`src/rtl/multi_channel_frequency_drift.sv`:
```
// N-channel bounded random-walk frequency drift with per-sample jitter.
// Each channel walks on its own update period and drives a saturated omega_dt offset.
module multi_channel_frequency_drift #(
  parameter int          NCH        = 4,
  parameter int          WIDTH      = 18,
  parameter int          DRIFT_MAX  = 13,
  parameter int          JITTER_MAX = 5,
  parameter logic [15:0] SEED_BASE  = 16'hC3A7,
  parameter logic [15:0] JSEED_BASE = 16'h5E91
) (
  input  logic                 clk,
  input  logic                 rst,
  input  logic                 clk_en,
  input  logic [NCH*WIDTH-1:0] omega_center,
  input  logic [NCH*22-1:0]    update_period,
  input  logic                 reflect_en,
  input  logic                 jitter_en,
  input  logic                 hold,
  input  logic                 recentre,
  output logic [NCH*WIDTH-1:0] drift,
  output logic [NCH*WIDTH-1:0] jitter,
  output logic [NCH*WIDTH-1:0] omega_actual,
  output logic [NCH-1:0]       update_strobe
);

  function automatic logic [15:0] seed_of(input logic [15:0] base, input int k);
    logic [31:0] prod;
    logic [15:0] s;
    prod = k * 32'h9E37;
    s    = base ^ prod[15:0];
    return (s == 16'h0000) ? 16'h0001 : s;
  endfunction

  function automatic logic [15:0] lfsr_next(input logic [15:0] l);
    return {l[14:0], l[15] ^ l[13] ^ l[12] ^ l[10]};
  endfunction

  function automatic logic signed [WIDTH-1:0] init_of(input logic [15:0] s);
    int t;
    t = (int'(s[15:11]) - 16) * DRIFT_MAX;
    return WIDTH'(t >>> 4);
  endfunction

  // Out-of-range steps either pin to the bound or fold back inside it.
  function automatic logic signed [WIDTH-1:0] walk(input logic signed [WIDTH-1:0] d,
                                                   input logic [15:0] l, input logic refl);
    int n;
    int st;
    st = l[1] ? 2 : 1;
    n  = l[0] ? int'(d) + st : int'(d) - st;
    if (n > DRIFT_MAX)       n = refl ? 2 * DRIFT_MAX - n : DRIFT_MAX;
    else if (n < -DRIFT_MAX) n = refl ? -2 * DRIFT_MAX - n : -DRIFT_MAX;
    return WIDTH'(n);
  endfunction

  function automatic logic signed [WIDTH-1:0] jit_of(input logic [15:0] j);
    int r;
    r = (j[1] ? 3 : -3) + (j[0] ? 2 : -2);
    if (r > JITTER_MAX)       r = JITTER_MAX;
    else if (r < -JITTER_MAX) r = -JITTER_MAX;
    return WIDTH'(r);
  endfunction

  function automatic logic signed [WIDTH-1:0] sat(input logic signed [WIDTH+1:0] s);
    if (s[WIDTH+1:WIDTH-1] == 3'b000 || s[WIDTH+1:WIDTH-1] == 3'b111) return s[WIDTH-1:0];
    else if (s[WIDTH+1])                                              return {1'b1, {(WIDTH-1){1'b0}}};
    else                                                              return {1'b0, {(WIDTH-1){1'b1}}};
  endfunction

  for (genvar k = 0; k < NCH; k++) begin : g_ch
    localparam logic [15:0]             DSEED = seed_of(SEED_BASE, k);
    localparam logic [15:0]             JSEED = seed_of(JSEED_BASE, k);
    localparam logic signed [WIDTH-1:0] DINIT = init_of(DSEED);

    logic [21:0]             cnt_p0;
    logic [15:0]             dl_p0;
    logic [15:0]             jl_p0;
    logic signed [WIDTH-1:0] drift_p0;
    logic signed [WIDTH-1:0] jit_p0;
    logic signed [WIDTH-1:0] omega_p1;
    logic                    vld_p1;
    logic signed [WIDTH-1:0] ctr;
    logic [21:0]             per;
    logic                    tick;
    logic signed [WIDTH+1:0] sum_p0;

    assign ctr    = omega_center[k*WIDTH +: WIDTH];
    assign per    = update_period[k*22 +: 22];
    assign tick   = (cnt_p0 >= per);
    assign sum_p0 = {{2{ctr[WIDTH-1]}}, ctr} + {{2{drift_p0[WIDTH-1]}}, drift_p0}
                  + {{2{jit_p0[WIDTH-1]}}, jit_p0};

    // Stage p0: walk/jitter state on clk_en; stage p1: saturated sum every clk
    always_ff @(posedge clk) begin
      if (rst) begin
        cnt_p0   <= '0;
        dl_p0    <= DSEED;
        jl_p0    <= JSEED;
        drift_p0 <= DINIT;
        jit_p0   <= '0;
        omega_p1 <= '0;
        vld_p1   <= 1'b0;
      end else begin
        omega_p1 <= sat(sum_p0);
        vld_p1   <= 1'b0;
        if (clk_en) begin
          jl_p0  <= lfsr_next(jl_p0);
          jit_p0 <= jitter_en ? jit_of(lfsr_next(jl_p0)) : '0;
        end
        if (recentre) begin
          drift_p0 <= '0;
          cnt_p0   <= '0;
        end else if (clk_en && !hold) begin
          if (tick) begin
            cnt_p0   <= '0;
            dl_p0    <= lfsr_next(dl_p0);
            drift_p0 <= walk(drift_p0, dl_p0, reflect_en);
            vld_p1   <= 1'b1;
          end else begin
            cnt_p0 <= cnt_p0 + 22'd1;
          end
        end
      end
    end

    assign drift[k*WIDTH +: WIDTH]        = drift_p0;
    assign jitter[k*WIDTH +: WIDTH]       = jit_p0;
    assign omega_actual[k*WIDTH +: WIDTH] = omega_p1;
    assign update_strobe[k]               = vld_p1;
  end

endmodule

```
`config.mk`:
```
export PLATFORM = sky130hd
export DESIGN_NAME = multi_channel_frequency_drift
export DESIGN_NICKNAME = d
export VERILOG_FILES = /design/src/rtl/multi_channel_frequency_drift.sv
export SDC_FILE = /design/constraint.sdc
export NUM_CORES = 2
export LEC_CHECK = 0
export ABC_AREA = 0
export ABC_CLOCK_PERIOD_IN_PS = 6300
export CAP_MARGIN = 20
export CELL_PAD_IN_SITES_DETAIL_PLACEMENT = 0
export CELL_PAD_IN_SITES_GLOBAL_PLACEMENT = 1
export CORE_ASPECT_RATIO = 1.2
export CORE_UTILIZATION = 42
export CTS_BUF_LIST = sky130_fd_sc_hd__clkbuf_16
export CTS_CLUSTER_SIZE = 30
export DETAILED_ROUTE_END_ITERATION = 16
export PLACE_DENSITY = 0.9
export SLEW_MARGIN = 15
export SYNTH_ARGS = -nofsm -noshare
export SYNTH_HDL_FRONTEND = slang
export SYNTH_SLANG_ARGS = --single-unit
```
`constraint.sdc`:
```
create_clock -name clk -period 6.3 [get_ports clk]
set_input_delay 0.945 -clock clk [delete_from_list [all_inputs] [get_ports clk]]
set_output_delay 0.945 -clock clk [all_outputs]
set_load 0.01 [all_outputs]
```
### Clock wires, drivers and flops

Scale bar: 50 um.
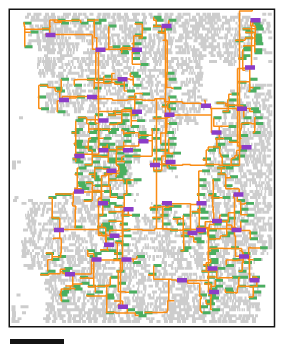
[flip-flops] green | count: 373
[cells driving clock nets] purple | count: 45
[clock wires] orange | length: 5590 um
routed clock nets	46
flops lie	all over the die

### Placed cells, one color a class

Scale bar: 50 um.
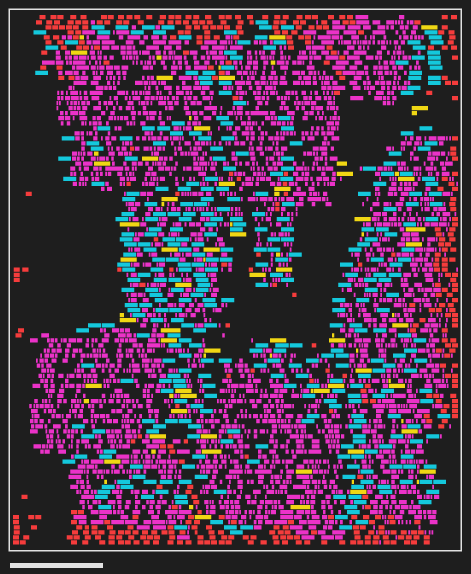
class	color	cells	share of their area
other buffers and delay cells	red	421	12%
flops	cyan	373	22%
clock drivers and dummy loads	yellow	82	4.4%
all other logic	magenta	3008	61%

### Power grid

Pins as bars on the die edge. Tap cells in gray.
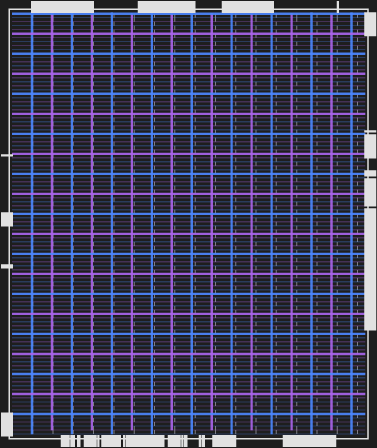
net	color
VSS	blue
VDD	purple
tap cells	909
met5 straps	21
met1 rails	106
met4 straps	17
rows	105

==> flow_summary.yaml <==
# implementation run metrics
layout:
  fillers: 6559
  design_area_um2: 34950
  final_cell_mix: "clkdlybuf4s50_1, dfxtp_1, nand2_1"
  num-nonclk-inverters: 196
  final_common_cell: "clkdlybuf4s50_1"
  seq_area_um2: 7468
  seq_share_pct: 21.37
  dominant_cells: "combinational gates"
  final_util_pct: 50.96
  seq_cell_count: 373
  largest_register_ffs: 88
power:
  p_leak_uw: 0.01468
  power_frac_clock_pct: 36.3
  p_int_uw: 5028
  maxPowerGroup: "registers"
  peakVddDrop_v: 0.0002017
  pwr-share-seq_pct: 36.6
  seq_power_uw: 2660
floorplan:
  placementRows: 105
  taps: 909
  fp.dieH_um: 290.9
  io_pins: 387
synth:
  synth_top_cell_by_count: "dfxtp_1"
  common_cells: "dfxtp_1, nand2_1, nor2_1"
  top_cell_area_share_pct: 25.57
  syn_area_um2: 29210
  synthDistinctLibCells: 102
  simple_gate_share_pct: 20.02
  syn_inst: 3584
  topCellsByArea: "dfxtp_1, ha_1, fa_1"
  synthArstFlopShare_pct: 0
  synth_nets: 4083
  edf_count: 0
setup_path:
  timing.rr.start: "g_ch[0].jit_p0[0]"
  slowest_delay_ns: 0.80
  crit_path_end: "g_ch[2].omega_p1[12]"
  crit_fanout: 15
  cp_slowest_cell: "a22oi_1"
  path_cells: "inv_1, fa_1, inv_1, ha_1, inv_1, fa_1, nor2b_1, o21a_1, o21ai_0, a21oi_1, o31ai_1, a31oi_1, a41oi_1, a22oi_1, o21ai_0"
  crit_required_ns: 6.68
final_timing:
  worst_slack_ns: 1.369
  worst_slew_pin_slew_ns: 1.135
  final-max-slew-violation-count: 0
  hold_ws_ns: 0.4497
routing:
  vias: 26502
  wirelength_mm: 83.06
  drt_pass1_iterations: 7
  via_per_inst: 5.528
  wl_per_cell_um: 17.33
min_path:
  hp-start: "g_ch[3].dl_p0[4]"
  worstHoldEndpoint: "g_ch[3].dl_p0[5]"
run:
  tool_warnings: 38
clock_network:
  cts_tree: "done"
  cts_buffer_depth: 3
  ctsHtreeMaxLevel: 2
  clk_pin_slew_ns: 0.06
global_route:
  grt_util_all_layers_pct: 22.73
  grt_pass1_wl_mm: 132.0
  first_global_vias: 24956
run_status:
  outcome: "complete, no violations"
No activity file was given, so power comes from the tool's default toggle rates.
